[src/rtl/mips_pkg.sv]
// mips_pkg
// Shared definitions for the multicycle MIPS controller:
//   - controller state encoding
//   - opcode / funct constants decoded by the controller
//   - aluop, alucontrol, alusrcb and pcsrc encodings
//   - ctrl_t: the Moore control word held for each state, and the
//     function that maps a state to its control word
package mips_pkg;

    typedef enum logic [3:0] {
        S_FETCH,
        S_DECODE,
        S_MEMADR,
        S_MEMRD,
        S_MEMWB,
        S_MEMWR,
        S_EXECUTE,
        S_ALUWB,
        S_BRANCH,
        S_ADDIEX,
        S_ADDIWB,
        S_JUMP,
        S_HALT
    } state_t;

    localparam logic [5:0] OP_RTYPE = 6'b000000;
    localparam logic [5:0] OP_LW    = 6'b100011;
    localparam logic [5:0] OP_SW    = 6'b101011;
    localparam logic [5:0] OP_BEQ   = 6'b000100;
    localparam logic [5:0] OP_ADDI  = 6'b001000;
    localparam logic [5:0] OP_J     = 6'b000010;

    localparam logic [5:0] FUNCT_ADD = 6'b100000;
    localparam logic [5:0] FUNCT_SUB = 6'b100010;
    localparam logic [5:0] FUNCT_AND = 6'b100100;
    localparam logic [5:0] FUNCT_OR  = 6'b100101;
    localparam logic [5:0] FUNCT_SLT = 6'b101010;

    localparam logic [1:0] ALUOP_ADD   = 2'b00;
    localparam logic [1:0] ALUOP_SUB   = 2'b01;
    localparam logic [1:0] ALUOP_FUNCT = 2'b10;

    localparam logic [2:0] ALUCTL_AND = 3'b000;
    localparam logic [2:0] ALUCTL_OR  = 3'b001;
    localparam logic [2:0] ALUCTL_ADD = 3'b010;
    localparam logic [2:0] ALUCTL_SUB = 3'b110;
    localparam logic [2:0] ALUCTL_SLT = 3'b111;

    localparam logic [1:0] SRCB_B      = 2'b00;
    localparam logic [1:0] SRCB_FOUR   = 2'b01;
    localparam logic [1:0] SRCB_SIMM   = 2'b10;
    localparam logic [1:0] SRCB_SIMMSH = 2'b11;

    localparam logic [1:0] PCSRC_ALURES = 2'b00;
    localparam logic [1:0] PCSRC_ALUOUT = 2'b01;
    localparam logic [1:0] PCSRC_JUMP   = 2'b10;

    // Control word that depends on state alone. pcWrite and retire are the
    // unconditional parts; FETCH and MEMWR add input-qualified terms later.
    typedef struct packed {
        logic       memReq;
        logic       iord;
        logic       memWrite;
        logic       regDst;
        logic       memToReg;
        logic       regWrite;
        logic       aluSrcA;
        logic [1:0] aluSrcB;
        logic [1:0] pcSrc;
        logic [1:0] aluOp;
        logic       branch;
        logic       pcWrite;
        logic       retire;
        logic       isFetch;
    } ctrl_t;

    function automatic ctrl_t stateControls(input state_t s);
        ctrl_t c;
        c = '0;
        case (s)
            S_FETCH: begin
                c.memReq  = 1'b1;
                c.aluSrcB = SRCB_FOUR;
                c.aluOp   = ALUOP_ADD;
                c.isFetch = 1'b1;
            end
            S_DECODE: begin
                c.aluSrcB = SRCB_SIMMSH;
                c.aluOp   = ALUOP_ADD;
            end
            S_MEMADR: begin
                c.aluSrcA = 1'b1;
                c.aluSrcB = SRCB_SIMM;
            end
            S_MEMRD: begin
                c.memReq = 1'b1;
                c.iord   = 1'b1;
            end
            S_MEMWB: begin
                c.regWrite = 1'b1;
                c.memToReg = 1'b1;
                c.retire   = 1'b1;
            end
            S_MEMWR: begin
                c.memReq   = 1'b1;
                c.iord     = 1'b1;
                c.memWrite = 1'b1;
            end
            S_EXECUTE: begin
                c.aluSrcA = 1'b1;
                c.aluSrcB = SRCB_B;
                c.aluOp   = ALUOP_FUNCT;
            end
            S_ALUWB: begin
                c.regWrite = 1'b1;
                c.regDst   = 1'b1;
                c.retire   = 1'b1;
            end
            S_BRANCH: begin
                c.aluSrcA = 1'b1;
                c.aluSrcB = SRCB_B;
                c.aluOp   = ALUOP_SUB;
                c.pcSrc   = PCSRC_ALUOUT;
                c.branch  = 1'b1;
                c.retire  = 1'b1;
            end
            S_ADDIEX: begin
                c.aluSrcA = 1'b1;
                c.aluSrcB = SRCB_SIMM;
                c.aluOp   = ALUOP_ADD;
            end
            S_ADDIWB: begin
                c.regWrite = 1'b1;
                c.retire   = 1'b1;
            end
            S_JUMP: begin
                c.pcSrc   = PCSRC_JUMP;
                c.pcWrite = 1'b1;
                c.retire  = 1'b1;
            end
            default: ;
        endcase
        return c;
    endfunction

endpackage

[src/rtl/multicycle_controller_if.sv]
// multicycle_controller_if
// Bundle between the controller, the datapath and the memory port.
//   Datapath -> controller : op, funct, zero
//   Memory   -> controller : mem_ready
//   Controller -> memory   : mem_req, iord, memwrite
//   Controller -> datapath : irwrite, regdst, memtoreg, regwrite, alusrca,
//                            alusrcb, pcsrc, pcen, alucontrol
//   Status                 : retire (instruction done), fault (sticky error)
// master = controller side, slave = datapath/memory side.
interface multicycle_controller_if;
    logic [5:0] op;
    logic [5:0] funct;
    logic       zero;
    logic       mem_ready;
    logic       mem_req;
    logic       iord;
    logic       memwrite;
    logic       irwrite;
    logic       regdst;
    logic       memtoreg;
    logic       regwrite;
    logic       alusrca;
    logic [1:0] alusrcb;
    logic [1:0] pcsrc;
    logic       pcen;
    logic [2:0] alucontrol;
    logic       retire;
    logic       fault;

    modport master (
        input  op, funct, zero, mem_ready,
        output mem_req, iord, memwrite, irwrite, regdst, memtoreg, regwrite,
               alusrca, alusrcb, pcsrc, pcen, alucontrol, retire, fault
    );

    modport slave (
        output op, funct, zero, mem_ready,
        input  mem_req, iord, memwrite, irwrite, regdst, memtoreg, regwrite,
               alusrca, alusrcb, pcsrc, pcen, alucontrol, retire, fault
    );
endinterface

[src/rtl/multicycle_controller_aludec.sv]
// alu_control_decoder
// Purely combinational ALU decoder.
//   aluop_i      [1:0] operation class from the controller
//   funct_i      [5:0] instr[5:0], used only for R-type
//   alucontrol_o [2:0] operation for the shared ALU
module alu_control_decoder
    import mips_pkg::*;
(
    input  logic [1:0] aluop_i,
    input  logic [5:0] funct_i,
    output logic [2:0] alucontrol_o
);

    // Unknown funct codes fall back to AND so the ALU never sees an
    // undefined operation; the unused aluop 11 behaves like add.
    always_comb begin
        alucontrol_o = ALUCTL_ADD;
        case (aluop_i)
            ALUOP_ADD: alucontrol_o = ALUCTL_ADD;
            ALUOP_SUB: alucontrol_o = ALUCTL_SUB;
            ALUOP_FUNCT: begin
                case (funct_i)
                    FUNCT_ADD: alucontrol_o = ALUCTL_ADD;
                    FUNCT_SUB: alucontrol_o = ALUCTL_SUB;
                    FUNCT_AND: alucontrol_o = ALUCTL_AND;
                    FUNCT_OR:  alucontrol_o = ALUCTL_OR;
                    FUNCT_SLT: alucontrol_o = ALUCTL_SLT;
                    default:   alucontrol_o = ALUCTL_AND;
                endcase
            end
            default: alucontrol_o = ALUCTL_ADD;
        endcase
    end

endmodule

[src/rtl/multicycle_controller.sv]
// multicycle_controller
// Moore sequencer for the multicycle MIPS datapath (shared ALU, unified
// instruction/data memory). One state per cycle, stalls on mem_ready,
// flags illegal opcodes and memory timeouts with a sticky fault.
//   clk   : rising-edge clock
//   reset : asynchronous, active-low reset
//   bus   : multicycle_controller_if.master (op/funct/zero/mem_ready in,
//           all datapath enables, mux selects, retire and fault out)
// TIMEOUT_CYCLES = max not-ready cycles per access (0 disables the check),
// TO_W = timeout counter width.
module multicycle_controller
    import mips_pkg::*;
#(
    parameter int unsigned TIMEOUT_CYCLES = 255,
    parameter int unsigned TO_W           = 8
) (
    input  logic                    clk,
    input  logic                    reset,
    multicycle_controller_if.master bus
);

    state_t            state_q, state_d;
    logic   [TO_W-1:0] timeoutCnt_q, timeoutCnt_d;
    logic              fault_q;
    ctrl_t             ctrl_q;
    logic              isWait;
    logic              fetchDone;
    logic   [2:0]      aluCtl;

    assign isWait = (state_q == S_FETCH) || (state_q == S_MEMRD) || (state_q == S_MEMWR);

    // Next-state and timeout logic. A not-ready wait cycle bumps the counter;
    // the cycle that brings it to TIMEOUT_CYCLES diverts to HALT, but a ready
    // on that same cycle completes the access instead. Any state change
    // clears the counter, so every wait state starts counting from zero.
    always_comb begin
        state_d      = state_q;
        timeoutCnt_d = timeoutCnt_q;
        case (state_q)
            S_FETCH:   if (bus.mem_ready) state_d = S_DECODE;
            S_DECODE: begin
                case (bus.op)
                    OP_LW, OP_SW: state_d = S_MEMADR;
                    OP_RTYPE:     state_d = S_EXECUTE;
                    OP_BEQ:       state_d = S_BRANCH;
                    OP_ADDI:      state_d = S_ADDIEX;
                    OP_J:         state_d = S_JUMP;
                    default:      state_d = S_HALT;
                endcase
            end
            S_MEMADR:  state_d = (bus.op == OP_SW) ? S_MEMWR : S_MEMRD;
            S_MEMRD:   if (bus.mem_ready) state_d = S_MEMWB;
            S_MEMWB:   state_d = S_FETCH;
            S_MEMWR:   if (bus.mem_ready) state_d = S_FETCH;
            S_EXECUTE: state_d = S_ALUWB;
            S_ALUWB:   state_d = S_FETCH;
            S_BRANCH:  state_d = S_FETCH;
            S_ADDIEX:  state_d = S_ADDIWB;
            S_ADDIWB:  state_d = S_FETCH;
            S_JUMP:    state_d = S_FETCH;
            S_HALT:    state_d = S_HALT;
            default:   state_d = S_HALT;
        endcase
        if (isWait && !bus.mem_ready) begin
            timeoutCnt_d = timeoutCnt_q + 1'b1;
            if ((TIMEOUT_CYCLES != 0) && (timeoutCnt_d == TO_W'(TIMEOUT_CYCLES))) begin
                state_d = S_HALT;
            end
        end
        if (state_d != state_q) begin
            timeoutCnt_d = '0;
        end
    end

    // State, counter, sticky fault and the registered Moore control word.
    // The control word is loaded with the decode of the next state so it is
    // always the decode of the current state.
    always_ff @(posedge clk or negedge reset) begin
        if (!reset) begin
            state_q      <= S_FETCH;
            timeoutCnt_q <= '0;
            fault_q      <= 1'b0;
            ctrl_q       <= stateControls(S_FETCH);
        end else begin
            state_q      <= state_d;
            timeoutCnt_q <= timeoutCnt_d;
            ctrl_q       <= stateControls(state_d);
            if (state_d == S_HALT) begin
                fault_q <= 1'b1;
            end
        end
    end

    alu_control_decoder u_aluDec (
        .aluop_i      (ctrl_q.aluOp),
        .funct_i      (bus.funct),
        .alucontrol_o (aluCtl)
    );

    // Everything is gated with reset so strobes drop the moment reset goes
    // low, even mid-access, without waiting for a clock edge.
    assign fetchDone      = ctrl_q.isFetch & bus.mem_ready;
    assign bus.mem_req    = reset & ctrl_q.memReq;
    assign bus.iord       = reset & ctrl_q.iord;
    assign bus.memwrite   = reset & ctrl_q.memWrite;
    assign bus.irwrite    = reset & fetchDone;
    assign bus.regdst     = reset & ctrl_q.regDst;
    assign bus.memtoreg   = reset & ctrl_q.memToReg;
    assign bus.regwrite   = reset & ctrl_q.regWrite;
    assign bus.alusrca    = reset & ctrl_q.aluSrcA;
    assign bus.alusrcb    = reset ? ctrl_q.aluSrcB : 2'b00;
    assign bus.pcsrc      = reset ? ctrl_q.pcSrc : 2'b00;
    assign bus.pcen       = reset & (ctrl_q.pcWrite | fetchDone | (ctrl_q.branch & bus.zero));
    assign bus.alucontrol = aluCtl;
    assign bus.retire     = reset & (ctrl_q.retire | (ctrl_q.memWrite & bus.mem_ready));
    assign bus.fault      = fault_q;

endmodule

[src/flat_wrapper.sv]
// flat-port wrapper written by rule: the top's interface ports become plain ports
module multicycle_controller_flat import mips_pkg::*;
#(
    parameter int unsigned TIMEOUT_CYCLES = 255,
    parameter int unsigned TO_W           = 8
)
  (clk, reset, bus_op, bus_funct, bus_zero, bus_mem_ready, bus_mem_req, bus_iord, bus_memwrite, bus_irwrite, bus_regdst, bus_memtoreg, bus_regwrite, bus_alusrca, bus_alusrcb, bus_pcsrc, bus_pcen, bus_alucontrol, bus_retire, bus_fault);
  multicycle_controller_if bus_i ();
  input  logic clk;
  input  logic reset;
  input wire logic [$bits(bus_i.op)-1:0] bus_op;
  input wire logic [$bits(bus_i.funct)-1:0] bus_funct;
  input wire logic [$bits(bus_i.zero)-1:0] bus_zero;
  input wire logic [$bits(bus_i.mem_ready)-1:0] bus_mem_ready;
  output wire logic [$bits(bus_i.mem_req)-1:0] bus_mem_req;
  output wire logic [$bits(bus_i.iord)-1:0] bus_iord;
  output wire logic [$bits(bus_i.memwrite)-1:0] bus_memwrite;
  output wire logic [$bits(bus_i.irwrite)-1:0] bus_irwrite;
  output wire logic [$bits(bus_i.regdst)-1:0] bus_regdst;
  output wire logic [$bits(bus_i.memtoreg)-1:0] bus_memtoreg;
  output wire logic [$bits(bus_i.regwrite)-1:0] bus_regwrite;
  output wire logic [$bits(bus_i.alusrca)-1:0] bus_alusrca;
  output wire logic [$bits(bus_i.alusrcb)-1:0] bus_alusrcb;
  output wire logic [$bits(bus_i.pcsrc)-1:0] bus_pcsrc;
  output wire logic [$bits(bus_i.pcen)-1:0] bus_pcen;
  output wire logic [$bits(bus_i.alucontrol)-1:0] bus_alucontrol;
  output wire logic [$bits(bus_i.retire)-1:0] bus_retire;
  output wire logic [$bits(bus_i.fault)-1:0] bus_fault;
  assign bus_i.op = bus_op;
  assign bus_i.funct = bus_funct;
  assign bus_i.zero = bus_zero;
  assign bus_i.mem_ready = bus_mem_ready;
  assign bus_mem_req = bus_i.mem_req;
  assign bus_iord = bus_i.iord;
  assign bus_memwrite = bus_i.memwrite;
  assign bus_irwrite = bus_i.irwrite;
  assign bus_regdst = bus_i.regdst;
  assign bus_memtoreg = bus_i.memtoreg;
  assign bus_regwrite = bus_i.regwrite;
  assign bus_alusrca = bus_i.alusrca;
  assign bus_alusrcb = bus_i.alusrcb;
  assign bus_pcsrc = bus_i.pcsrc;
  assign bus_pcen = bus_i.pcen;
  assign bus_alucontrol = bus_i.alucontrol;
  assign bus_retire = bus_i.retire;
  assign bus_fault = bus_i.fault;
  multicycle_controller #(.TIMEOUT_CYCLES(TIMEOUT_CYCLES), .TO_W(TO_W)) u_core (.clk(clk), .reset(reset), .bus(bus_i));
endmodule
[config.mk]
export PLATFORM = sky130hd
export DESIGN_NAME = multicycle_controller_flat
export DESIGN_NICKNAME = d
export VERILOG_FILES = /design/src/rtl/mips_pkg.sv /design/src/rtl/multicycle_controller_if.sv /design/src/rtl/multicycle_controller_aludec.sv /design/src/rtl/multicycle_controller.sv /design/src/flat_wrapper.sv
export SDC_FILE = /design/constraint.sdc
export NUM_CORES = 1
export LEC_CHECK = 0
export CAP_MARGIN = 20
export CORE_MARGIN = 2
export CORE_UTILIZATION = 47
export DETAILED_ROUTE_END_ITERATION = 16
export MAX_ROUTING_LAYER = met4
export PLACE_DENSITY = 0.83
export SYNTH_ARGS = -nofsm -noshare
export SYNTH_HDL_FRONTEND = slang
export SYNTH_SLANG_ARGS = --single-unit
[constraint.sdc]
create_clock -name clk -period 2.2 [get_ports clk]
set_input_delay 0.44 -clock clk [delete_from_list [all_inputs] [get_ports clk]]
set_output_delay 0.44 -clock clk [all_outputs]
set_load 0.05 [all_outputs]
==> flow_metrics.py, run 1 <==
# Synthesis and PnR figures
metrics = {
    "status": {
        "status": "complete, but fails checks",
        "violations": "setup timing",
    },
    "sta": {
        "setup_viol": 8,
        "final.setup.worst_slack_ns": -0.04552,
        "period_minus_slack_ns": 2.246,
        "rsz0062_at_grt": "yes",
    },
    "layout": {
        "post-route-util_pct": 79.63,
        "syn2layout_area_growth_pct": 60.01,
        "stdcell_count": 315,
        "buffer_area_share_pct": 28.84,
    },
    "floorplanning": {
        "die_w_um": 66.73,
        "num_rows": 22,
        "coreArea_um2": 3716,
        "die_h_um": 66.73,
        "io_pins": 34,
    },
    "routing": {
        "met2_length_mm": 3.260,
        "top_layer": "met4",
    },
    "synthesis": {
        "top_cell_area_share_pct": 33.83,
        "top_cells_by_count": "dfrtp_1 (25), and2_1 (12), a21oi_1 (10), nor2_1 (10), nor4_1 (10)",
        "ys.flop_type": "dfrtp_1",
        "synth_seq_share_pct": 38.09,
        "syn_inst": 197,
        "synthArstFlopShare_pct": 100.0,
        "synth_cell_types": 59,
        "enable_flop_cells": 0,
        "yosys-top-cells-area": "dfrtp_1 (34%), dfstp_2 (4.3%), and2_1 (4.1%)",
        "yosys_cells": 197,
    },
    "run": {
        "cap_violations": 0,
    },
    "grt": {
        "top_usage_layer": "met2",
        "track_usage_pct": 28.16,
        "use_met3_pct": 3.041,
        "use_met1_pct": 32.40,
    },
    "placed_design": {
        "place_congestion": 0.9204,
    },
    "critical_path": {
        "cpPeakStageDelay_ns": 0.50,
        "r2r_slack_ns": -0.05,
    },
    "clocking": {
        "htree_num_levels": 1,
    },
}
==> run 1: worst reg2reg max path, stage by stage, from the launching register on <==
cell and delay [ns]:
dfrtp_1 0.50, nor3b_1 0.29, buf_4 0.20, nand2_1 0.08
nor4_2 0.29, nor2_1 0.12, mux2_2 0.40, nor4_2 0.28
==> run 1: flip-flops by register name, summed over array words and instances, names as in the netlist <==
signal / cells
u_core.timeoutCnt_q: 8
u_core.state_q: 4
u_core.ctrl_q: 15
u_core.bus.fault: 1
==> run 1: power breakdown <==
group | leakage (uW) | internal (uW) | switching, uW
logic | 0.000884 | 1070 | 1350
registers | 0.000362 | 680 | 113
clock network | 0.0000357 | 244 | 169
**Run 1: placed cells, one colour a class**

Fill, decap, tap and diode cells in grey.
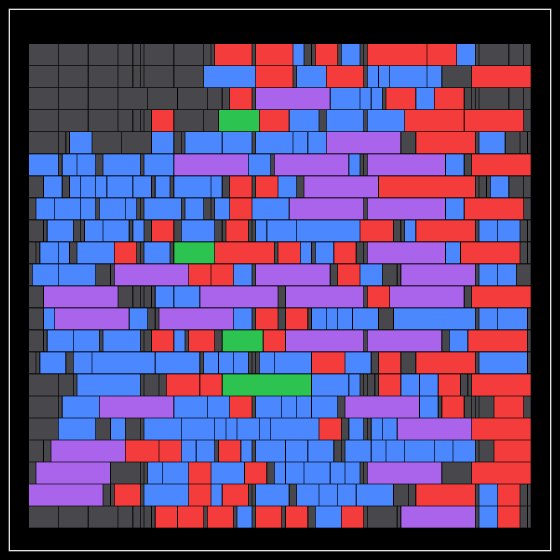
legend:
  remaining buffers and delay cells:
    colour: red
    cells: 74
  sequential cells:
    colour: purple
    cells: 28
  clock drivers and dummy loads:
    colour: green
    cells: 4
  combinational and other logic:
    colour: blue
    cells: 161

**Run 1: clock routing**

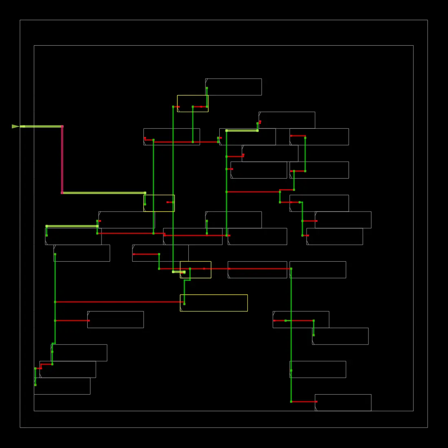
CTS Buf Count: 3
clkbuf count: 3
registers: 28
clk_lat worst skew: 0.28 ns
# clock sinks: 28

**Run 1: wiring by layer**

Bar = 20 um. Only two layers are drawn.
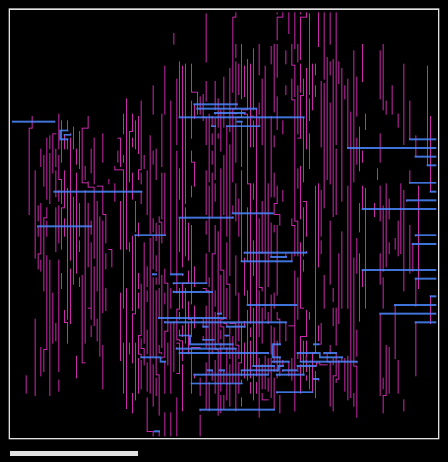
legend:
  metal 2:
    colour: magenta
    wire_length: 3,260 um
  metal 3:
    colour: blue
    wire_length: 376 um

**Run 1: clock wires, drivers and flops**

Bar = 20 um.
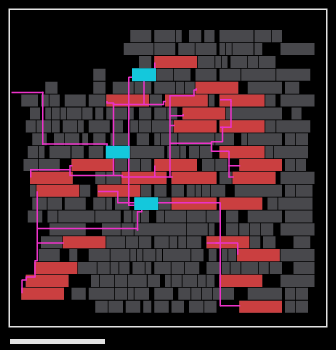
legend:
  flip-flops:
    colour: red
    count: 28
  clock wires:
    colour: magenta
    length: 330 um
  clock drivers:
    colour: cyan
    count: 3
routed clock nets: 4

==> inputs of run 2 (changes only) <==
--- a/config.mk
+++ b/config.mk
@@ -11,6 +11,7 @@
 export DETAILED_ROUTE_END_ITERATION = 16
 export MAX_ROUTING_LAYER = met4
 export PLACE_DENSITY = 0.83
+export SLEW_MARGIN = 20
 export SYNTH_ARGS = -nofsm -noshare
 export SYNTH_HDL_FRONTEND = slang
 export SYNTH_SLANG_ARGS = --single-unit
**Run 2: clock routing**

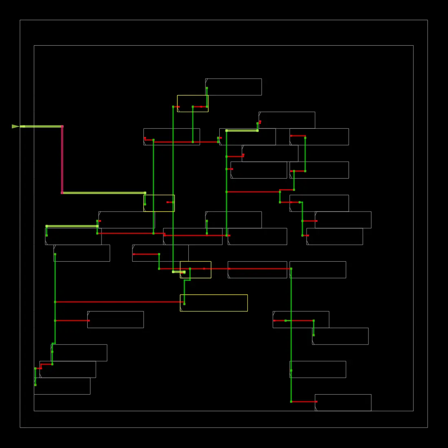
Post-Route Skew: 0.01048 ns
Clk power: 412 uW

**Run 2: wiring by layer**

Bar = 20 um. Only two layers are drawn.
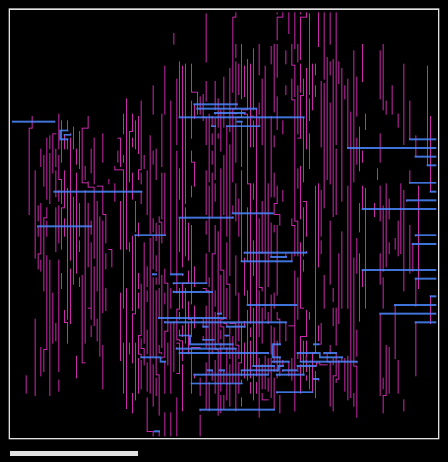
legend:
  metal 3:
    colour: blue
    wire_length: 376 um
  metal 2:
    colour: magenta
    wire_length: 3,260 um

==> flow_metrics.py, run 2 <==
# Synthesis and PnR figures
metrics = {
    "layout": {
        "stdcell_count": 315,
        "largest_reg_flops": 15,
        "reg_top3": "u_core.ctrl_q (15), u_core.timeoutCnt_q (8), u_core.state_q (4)",
        "syn2layout_area_growth_pct": 60.01,
        "post-route-util_pct": 79.63,
        "top_register": "u_core.ctrl_q",
    },
    "pwr": {
        "vdd_drop_max_mv": 0.6568,
        "p_leak_uw": 0.001281,
        "powerComb_uw": 2410,
        "swShare_pct": 45.01,
        "maxPowerGroup": "combinational logic",
        "intPower_uw": 1989,
        "power.clock.fraction_pct": 11.4,
        "p_seq_share_pct": 21.9,
        "p_sw_uw": 1628,
    },
    "critical_path": {
        "r2r_slack_ns": -0.05,
        "cpPeakStageDelay_ns": 0.50,
    },
    "routing": {
        "met2_length_mm": 3.260,
        "top_layer": "met4",
    },
    "sta": {
        "period_minus_slack_ns": 2.246,
        "setup_viol": 8,
        "final.setup.worst_slack_ns": -0.04552,
        "rsz0062_at_grt": "yes",
    },
    "synthesis": {
        "ys.flop_type": "dfrtp_1",
        "yosys_cells": 197,
        "yosys.cell_count.top_type": "dfrtp_1",
        "synthArstFlopShare_pct": 100.0,
        "synth_cell_types": 59,
        "enable_flop_cells": 0,
        "syn_inst": 197,
        "top_cell_area_share_pct": 33.83,
        "yosys-top-cells-area": "dfrtp_1 (34%), dfstp_2 (4.3%), and2_1 (4.1%)",
        "top_cells_by_count": "dfrtp_1 (25), and2_1 (12), a21oi_1 (10), nor2_1 (10), nor4_1 (10)",
    },
    "status": {
        "status": "complete, but fails checks",
        "violations": "setup timing",
    },
    "clocking": {
        "htree_num_levels": 1,
        "clk_path_buf_depth": 2,
        "numClockSinks": 28,
        "numCtsBuffers": 3,
        "insertion_delay_ns": 0.28,
    },
    "hold_path": {
        "whs_path_depth": 1,
    },
    "grt": {
        "grt_overflow": 0,
        "grt_first_pass_wirelength_mm": 9.218,
        "grt_max_degree": 32,
        "track_usage_pct": 28.16,
    },
    "floorplanning": {
        "die_h_um": 66.73,
        "num_rows": 22,
        "io_pins": 34,
    },
    "run": {
        "cap_violations": 0,
    },
    "placed_design": {
        "place_congestion": 0.9204,
    },
}
**Run 2: placed cells, one colour a class**

Fill, decap, tap and diode cells in grey.
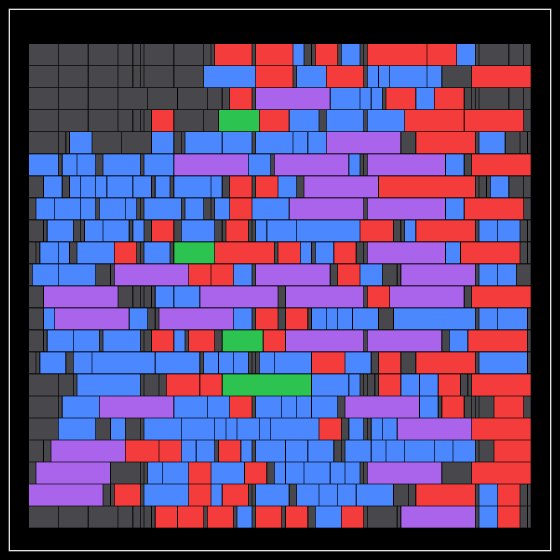
legend:
  sequential cells:
    colour: purple
    cells: 28
  clock drivers and dummy loads:
    colour: green
    cells: 4
  remaining buffers and delay cells:
    colour: red
    cells: 74
  combinational and other logic:
    colour: blue
    cells: 161

run 2: final cells by class:
class / count / area (um2)
fillers: 203 / 757.0
repair buffers: 74 / 853.3
well taps: 48 / 60.06
clock buffers: 3 / 41.29
multi-input cells: 153 / 1236
flip-flops and latches: 28 / 708.2
inverters: 8 / 30.03
clock inverters: 1 / 30.03
run 2: worst max-delay path: cells and delay by family, from the launching register on:
family,cells,cell delay [ns]
simple gates,5,1.05
flops,1,0.50
mux,1,0.40
buf+inv,1,0.20
run 2: timing repair:
action,CTS,global route
resized,30,28
buffers inserted,1,1
pin swaps,8,9
hold endpoints to repair,0,0
cloned,1,0
endpoints found under the setup margin,19,25
run 2: layer usage:
metal	vias to the layer above	global-route usage (%)
met3	20	3.041
met4	0	11.22
met1	981	32.40
met2	102	50.13
li1	882	-
met5	-	-
==> inputs of run 3 (changes only) <==
--- a/config.mk
+++ b/config.mk
@@ -7,10 +7,11 @@
 export LEC_CHECK = 0
 export CAP_MARGIN = 20
 export CORE_MARGIN = 2
-export CORE_UTILIZATION = 47
+export CORE_UTILIZATION = 50
 export DETAILED_ROUTE_END_ITERATION = 16
+export DONT_BUFFER_PORTS = 1
 export MAX_ROUTING_LAYER = met4
-export PLACE_DENSITY = 0.83
+export PLACE_DENSITY = 0.75
 export SLEW_MARGIN = 20
 export SYNTH_ARGS = -nofsm -noshare
 export SYNTH_HDL_FRONTEND = slang
**Run 3: clock wires, drivers and flops**

Bar = 20 um.
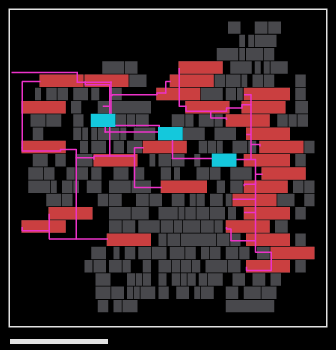
legend:
  clock drivers:
    colour: cyan
    count: 3
  clock wires:
    colour: magenta
    length: 316 um
  flip-flops:
    colour: red
    count: 28
routed clock nets: 4

**Run 3: sequential cells grouped by signal name**

Bar = 20 um. Other sequential cells in the stronger grey, the rest of the logic in the fainter grey.
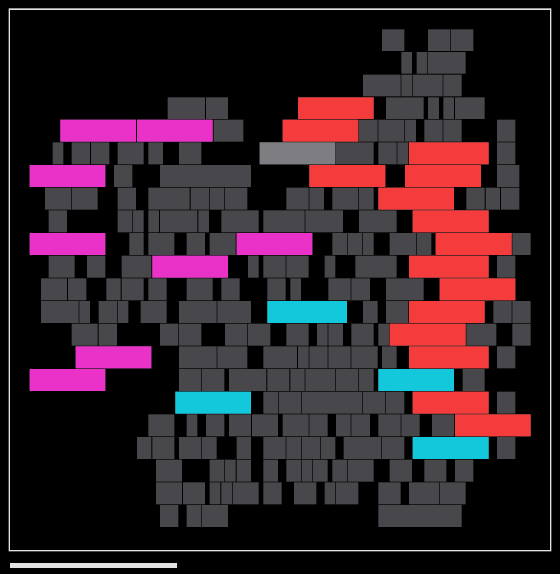
legend:
  u_core.ctrl_q:
    colour: red
    sequential_cells: 15
  u_core.timeoutCnt_q:
    colour: magenta
    sequential_cells: 8
  u_core.state_q:
    colour: cyan
    sequential_cells: 4
not coloured: 1

**Run 3: clock routing**

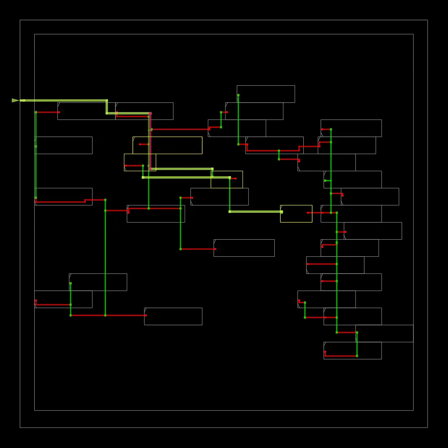
Post-Route Skew: 0.005535 ns
clk_lat worst skew: 0.27 ns
Clk power: 403 uW

==> flow_metrics.py, run 3 <==
# Synthesis and PnR figures
metrics = {
    "pwr": {
        "powerComb_uw": 1660,
        "pg_seq_uw": 766,
        "p_seq_share_pct": 27.1,
        "p_sw_uw": 1245,
        "maxPowerGroup": "combinational logic",
    },
    "grt": {
        "use_met2_pct": 36.98,
        "grt_max_degree": 29,
    },
    "layout": {
        "seq_share_pct": 32.28,
        "largest_class": "logic gates",
        "clkbuf_count": 3,
        "nFillCells": 310,
        "post-route-util_pct": 60.62,
        "syn2layout_area_growth_pct": 18.20,
        "stdcell_count": 268,
        "seqCellArea_um2": 705.7,
    },
    "floorplanning": {
        "io_pins": 34,
        "die_w_um": 64.82,
        "coreArea_um2": 3606,
    },
    "critical_path": {
        "r2r_slack_ns": 0.1,
        "cpPeakStageDelay_ns": 0.40,
    },
    "synthesis": {
        "yosys-top-cells-area": "dfrtp_1 (34%), dfstp_2 (4.3%), and2_1 (4.1%)",
        "synth_cell_types": 59,
        "top_cells_by_count": "dfrtp_1 (25), and2_1 (12), a21oi_1 (10), nor2_1 (10), nor4_1 (10)",
        "ys.flop_type": "dfrtp_1",
        "syn_inst": 197,
        "synthArstFlopShare_pct": 100.0,
    },
    "status": {
        "status": "finished, final reports clean",
    },
    "sta": {
        "period_minus_slack_ns": 2.100,
        "final.setup.worst_slack_ns": 0.09977,
        "setup_viol": 0,
    },
    "clocking": {
        "clk_path_buf_depth": 2,
        "numClockSinks": 28,
    },
}
## run 3: cell counts after synthesis
Identical to the previous run, type by type.
## run 3: worst min-delay path by stage
| stage | startpoint | to | slack [ns] | cells after the start |
|---|---|---|---|---|
| 6_report | bus_mem_ready | u_core.ctrl_q[12] | 0.50 | 2 |
| 4_1_cts | bus_mem_ready | u_core.ctrl_q[12] | 0.50 | 2 |
| 2_1_floorplan | reset | u_core.bus.fault | 0.14 | 0 |
| 3_5_place_dp | reset | u_core.ctrl_q[12] | 0.15 | 0 |
| 5_1_grt | bus_mem_ready | u_core.ctrl_q[12] | 0.51 | 2 |
| 3_3_place_gp | reset | u_core.ctrl_q[13] | 0.15 | 0 |
Power is estimated from default activity; no workload was simulated.
